### src/rtl/macro_decoder_bin_onehot_pkg.sv
// Shared state encoding and width helper for the buffered binary-to-one-hot decoder.
package macro_decoder_bin_onehot_pkg;

  typedef enum logic [1:0] {
    ST_EMPTY = 2'd0,
    ST_ONE   = 2'd1,
    ST_FULL  = 2'd2
  } state_e;

  function automatic int onehot_width(input int w);
    return 1 << w;
  endfunction

endpackage

### src/rtl/macro_decoder_bin_onehot_comb.sv
// Pure binary-to-one-hot decode; all-zero output when the enable is low.
module macro_decoder_bin_onehot_comb
  import macro_decoder_bin_onehot_pkg::*;
#(
  parameter int INPUT_WIDTH = 2
) (
  input  logic [INPUT_WIDTH-1:0]               i_d,
  input  logic                                 i_en,
  output logic [onehot_width(INPUT_WIDTH)-1:0] o_q
);

  localparam int OW = onehot_width(INPUT_WIDTH);

  always_comb begin
    o_q = '0;
    for (int k = 0; k < OW; k++) begin
      o_q[k] = i_en && (i_d == INPUT_WIDTH'(k));
    end
  end

endmodule

### src/rtl/macro_encoder_onehot_bin.sv
// One-hot to binary encoder (inverse of the decoder macro); OR-combines indices of set bits.
module macro_encoder_onehot_bin #(
  parameter int WIDTH = 2
) (
  input  logic [(1<<WIDTH)-1:0] i_onehot,
  output logic [WIDTH-1:0]      o_bin
);

  always_comb begin
    o_bin = '0;
    for (int k = 0; k < (1 << WIDTH); k++) begin
      if (i_onehot[k]) o_bin = o_bin | WIDTH'(k);
    end
  end

endmodule

### src/rtl/macro_decoder_bin_onehot_buffered.sv
// Registered binary-to-one-hot decoder behind a 2-entry skid buffer (valid/ready both sides).
// Optional integrity checker enabled by defining MACRO_DECODER_BIN_ONEHOT_CHECK_EN (adds o_chk_err).
module macro_decoder_bin_onehot_buffered
  import macro_decoder_bin_onehot_pkg::*;
#(
  parameter int INPUT_WIDTH = 2
) (
  input  logic                                 clk,
  input  logic                                 resetn,
  input  logic                                 i_valid,
  output logic                                 i_ready,
  input  logic [INPUT_WIDTH-1:0]               i_d,
  input  logic                                 i_en,
  output logic                                 o_valid,
  input  logic                                 o_ready,
  output logic [onehot_width(INPUT_WIDTH)-1:0] o_q
`ifdef MACRO_DECODER_BIN_ONEHOT_CHECK_EN
  ,
  output logic                                 o_chk_err
`endif
);

  localparam int OW = onehot_width(INPUT_WIDTH);

  state_e          state_q, state_d;
  logic [OW-1:0]   main_q, main_d;
  logic [OW-1:0]   skid_q, skid_d;
  logic [OW-1:0]   dec_word;
  logic            in_fire, out_fire;
  logic            ld_main_in, ld_skid_in, mv_skid, clr_main;

  macro_decoder_bin_onehot_comb #(
    .INPUT_WIDTH(INPUT_WIDTH)
  ) u_dec (
    .i_d (i_d),
    .i_en(i_en),
    .o_q (dec_word)
  );

  // Both handshake outputs come straight from the state register.
  assign i_ready  = (state_q != ST_FULL);
  assign o_valid  = (state_q != ST_EMPTY);
  assign o_q      = main_q;
  assign in_fire  = i_valid && i_ready;
  assign out_fire = o_valid && o_ready;

  always_comb begin
    state_d    = state_q;
    ld_main_in = 1'b0;
    ld_skid_in = 1'b0;
    mv_skid    = 1'b0;
    clr_main   = 1'b0;
    unique case (state_q)
      ST_EMPTY: begin
        if (in_fire) begin
          ld_main_in = 1'b1;
          state_d    = ST_ONE;
        end
      end
      ST_ONE: begin
        if (in_fire && out_fire) begin
          ld_main_in = 1'b1;
        end else if (in_fire) begin
          ld_skid_in = 1'b1;
          state_d    = ST_FULL;
        end else if (out_fire) begin
          clr_main = 1'b1;
          state_d  = ST_EMPTY;
        end
      end
      ST_FULL: begin
        if (out_fire) begin
          mv_skid = 1'b1;
          state_d = ST_ONE;
        end
      end
      default: state_d = ST_EMPTY;
    endcase
  end

  always_comb begin
    main_d = main_q;
    skid_d = skid_q;
    if (ld_main_in) main_d = dec_word;
    if (clr_main)   main_d = '0;
    if (ld_skid_in) skid_d = dec_word;
    if (mv_skid) begin
      main_d = skid_q;
      skid_d = '0;
    end
  end

  always_ff @(posedge clk or negedge resetn) begin
    if (!resetn) begin
      state_q <= ST_EMPTY;
      main_q  <= '0;
      skid_q  <= '0;
    end else begin
      state_q <= state_d;
      main_q  <= main_d;
      skid_q  <= skid_d;
    end
  end

`ifdef MACRO_DECODER_BIN_ONEHOT_CHECK_EN
  // Shadow holds {enable, index} for each entry and follows its decoded word.
  logic [INPUT_WIDTH:0]   main_sh_q, main_sh_d;
  logic [INPUT_WIDTH:0]   skid_sh_q, skid_sh_d;
  logic [INPUT_WIDTH-1:0] enc_bin;
  logic [INPUT_WIDTH:0]   pop_cnt;
  logic                   mismatch;
  logic                   chk_err_q;

  function automatic logic [INPUT_WIDTH:0] popcount(input logic [OW-1:0] v);
    logic [INPUT_WIDTH:0] cnt;
    cnt = '0;
    for (int k = 0; k < OW; k++) begin
      cnt = cnt + {{INPUT_WIDTH{1'b0}}, v[k]};
    end
    return cnt;
  endfunction

  macro_encoder_onehot_bin #(
    .WIDTH(INPUT_WIDTH)
  ) u_enc (
    .i_onehot(main_q),
    .o_bin   (enc_bin)
  );

  always_comb begin
    main_sh_d = main_sh_q;
    skid_sh_d = skid_sh_q;
    if (ld_main_in) main_sh_d = {i_en, i_d};
    if (clr_main)   main_sh_d = '0;
    if (ld_skid_in) skid_sh_d = {i_en, i_d};
    if (mv_skid) begin
      main_sh_d = skid_sh_q;
      skid_sh_d = '0;
    end
  end

  always_comb begin
    pop_cnt = popcount(main_q);
    if (main_sh_q[INPUT_WIDTH]) begin
      mismatch = (pop_cnt != (INPUT_WIDTH+1)'(1)) || (enc_bin != main_sh_q[INPUT_WIDTH-1:0]);
    end else begin
      mismatch = (pop_cnt != '0);
    end
  end

  always_ff @(posedge clk or negedge resetn) begin
    if (!resetn) begin
      main_sh_q <= '0;
      skid_sh_q <= '0;
      chk_err_q <= 1'b0;
    end else begin
      main_sh_q <= main_sh_d;
      skid_sh_q <= skid_sh_d;
      chk_err_q <= chk_err_q || (o_valid && mismatch);
    end
  end

  assign o_chk_err = chk_err_q;
`endif

endmodule
### config.mk
export PLATFORM = sky130hd
export DESIGN_NAME = macro_decoder_bin_onehot_buffered
export DESIGN_NICKNAME = d
export VERILOG_FILES = /design/src/rtl/macro_decoder_bin_onehot_pkg.sv /design/src/rtl/macro_decoder_bin_onehot_comb.sv /design/src/rtl/macro_encoder_onehot_bin.sv /design/src/rtl/macro_decoder_bin_onehot_buffered.sv
export SDC_FILE = /design/constraint.sdc
export NUM_CORES = 1
export LEC_CHECK = 0
export ABC_AREA = 1
export CAP_MARGIN = 20
export CORE_AREA = 2 2 39 41
export CTS_CLUSTER_SIZE = 30
export DETAILED_ROUTE_END_ITERATION = 12
export DIE_AREA = 0 0 41 43
export PLACE_DENSITY = 0.76
export SYNTH_ARGS = -nofsm -noshare
export SYNTH_HDL_FRONTEND = slang
export SYNTH_SLANG_ARGS = --single-unit
### constraint.sdc
create_clock -name clk -period 1.9 [get_ports clk]
set_input_delay 0.19 -clock clk [delete_from_list [all_inputs] [get_ports clk]]
set_output_delay 0.19 -clock clk [all_outputs]
set_load 0.01 [all_outputs]
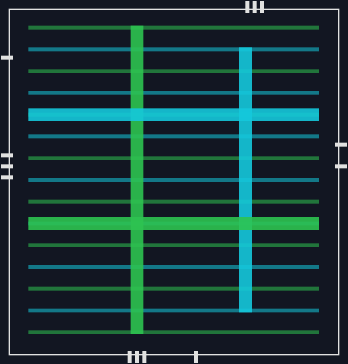
**Above:** PDN straps and rails.
(8 px per µm) Pins as bars on the die edge.
Key: cyan = VDD; green = VSS
2 straps on met4. The core has 14 rows. 15 met1 rails follow the rows.

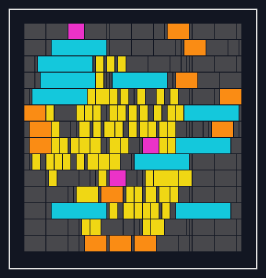
**Above:** cells colored by class.
(6 px per µm) Fill, decap, tap and diode cells in gray.
Key: magenta = clock-net drivers [cells 3]; orange = remaining buffers and delay cells [cells 12]; cyan = sequential cells [cells 10]; yellow = remaining logic cells [cells 70]

==> run notes <==
run metrics: slew of the pin with the lowest slew margin=446.8 ps, clk_skew=10.22 ps, Mapped Nets=87, layout cells sized above 1=10.53%, WS Path Type=reg -> out, startpoint types=flip-flop, core area=1384 µm², cycle use final=84.50%, Hold Path Class=in -> async, most used logic cell in the final layout=nand2_1, Synth cell types=11, Required @ worst endpoint=1710 ps, final-report setup violation count=0, relative slew slack=70.12%, Final Hold Violating Endpoints=0, Routed WL=1054 µm, DP Area=689.4 µm², pwr dens=840.6 nW/µm², buffer count from post-CTS setup fixing=0, Final Non-Filler Cells=111, Clock Pin Slew Worst Setup and Hold Paths=70 ps, Crit. End Element=output pin, post-DR wirelength/cell=9.495 µm, Slew Limit Fails=0, logic area=265.3 µm², first-pass GRT wire length=1842 µm, clk sinks=10, Highest Clock Rate=622.8 MHz, Port Buf Inserts=12, Yosys Chip Area=549.3 µm², RSZ-0062 raised after global routing=false, synthesis-stage register bit count=10, htree depth=1, vias in the first global route=459, CTS max path bufs=2, Mean Syn Cell Area=6.866 µm², Reg area=250.2 µm², Cell Area, Synth=549.3 µm², ANT cells=0, CP max FO=6, GP Congestion=0.8398, Synth Seq Share=45.56%, DP HPWL=834.3 µm, Pleak=0.3919 nW, initial antenna violation count=0, Die X=41 µm, IO Count=13, Total GRT Usage=16.33%, CTS tree=done, grt ovf=0, Final Core Density=51.45%, DR vias=518, post-cts sizing count=0, Cells after DPL=108, Latency at later pin=270 ps, cell count listed in synth_stat.txt=80, Synth Instances=80, Top Layout Cells=nand2_1, clkdlybuf4s50_1, nand3_1, dfrtp_1, nor2_1, tool warning count=26, Tmin final=1606 ps, maximum VDD drop=309.5 µV, cts bufs inserted=3, CTS root buffer=clkbuf_4, std cell rows=14, drt via density=4.667, Ys Warns=0, pin count of the biggest net entering global routing=11, Setup TNS Final=0 ps, Remaining DRCs=0, Core Util at FP=39.69%, 1st-pass router iterations=4, Fin Hold WS=228.7 ps, status=completed, fill cell count=143, Die H=43 µm, Worst Path Arrival=1420 ps, CTS hold repair buffers=0, fin area=711.9 µm², area growth from synthesis to layout=29.61%, initial drt markers=8, total die size=1763 µm², max-cap viol count=0, nets=104, post-route ant nets=0
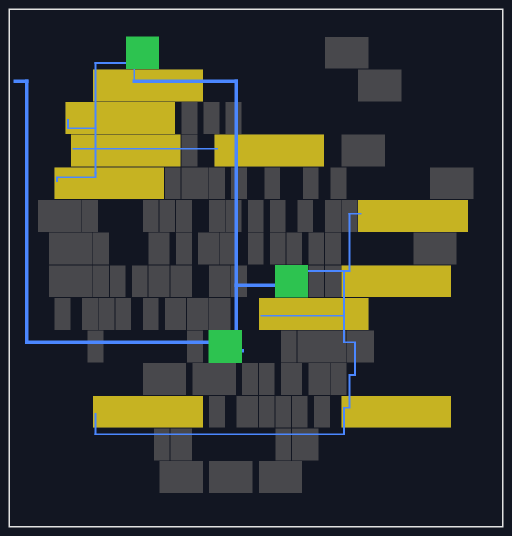
**Above:** clock distribution.
(12 px per µm)
Key: green = clock-net drivers [count 3]; blue = clock wires [length 167 µm]; yellow = flip-flops [count 10]
There are 4 routed clock nets.

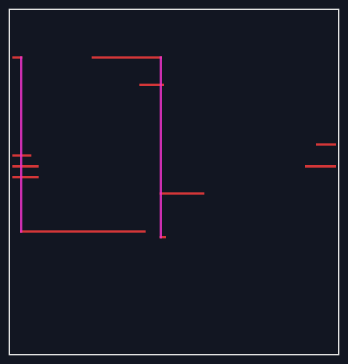
**Above:** signal wires by layer.
(8 px per µm) Two of the layers only.
Key: magenta = M4 [wire length 44.2 µm]; red = M3 [wire length 46.9 µm]

## per-stage QoR
| step | total power [mW] | setup WS [ps] |
|---|---|---|
| after floorplan | 0.3787 | 810.8 |
| after CTS | 0.6053 | 291.2 |
| final | 0.5984 | 294.5 |
| after global placement | 0.4549 | 569.6 |
| after detailed placement | 0.4590 | 524.7 |
| after global routing | 0.6408 | 233.4 |
## kinds of logic after synthesis
group | count (synthesis) | synth area share, %
AND-OR/OR-AND | 2 | 1.822
buffers and inverters | 9 | 6.152
flip-flops | 10 | 45.56
AND/OR/NAND/NOR | 59 | 46.47
## critical path, cell delays in order, from the launching register on
cell,delay (ps)
dfrtp_1,440
inv_1,70
nand2_2,90
clkdlybuf4s50_1,530
## layer usage
| layer | part of all wire, % | track usage (%) |
|---|---|---|
| met5 | 0 | 0 |
| met4 | 4.2 | 12.00 |
| met3 | 4.4 | 6.283 |
| met2 | 45 | 21.25 |
| met1 | 46 | 20.93 |
## final cells by class
| cell class | count | share of cell area (%) |
|---|---|---|
| repair buffers | 12 | 16.87 |
| multi-input cells | 61 | 37.26 |
| flip-flops and latches | 10 | 35.15 |
| inverters | 9 | 4.745 |
| well taps | 16 | 2.812 |
| clock buffers | 3 | 3.163 |
## registers in the layout (all words and copies together) (netlist names)
register	cells
o_q	4
skid_q	4
state_q	2
## synthesized netlist by cell type
master   instances  area [µm²]
dfrtp_1         10       250.2
nor2_1           8       30.03
nor2_4           1       11.26
nand3_1         10       50.05
inv_1            7       26.28
nand2_1         36       135.1
o21ai_0          2       10.01
nand2_2          2       12.51
nor2_2           1       6.260
inv_2            2       7.510
nand3_2          1       10.01
## worst paths after layout
check | cells after the start | end | startpoint | slack (ps)
worst max-delay path | 3 | o_valid | state_q[1] | 290
worst min-delay path | 1 | o_q[0] | resetn | 230
worst max register to register | 8 | o_q[1] | state_q[0] | 720
worst min register to register | 2 | o_q[1] | o_q[1] | 480
max in group asynchronous | 1 | skid_q[1] | resetn | 1350
min in group clk | 2 | o_q[1] | o_q[1] | 480
## where the power goes
| group | total (mW) | leakage, nW | internal [mW] | switching [mW] |
|---|---|---|---|---|
| logic | 0.184 | 0.244 | 0.0817 | 0.102 |
| registers | 0.269 | 0.134 | 0.247 | 0.0214 |
| clock network | 0.146 | 0.0138 | 0.0731 | 0.0725 |
Power and IR drop assume default switching activity.
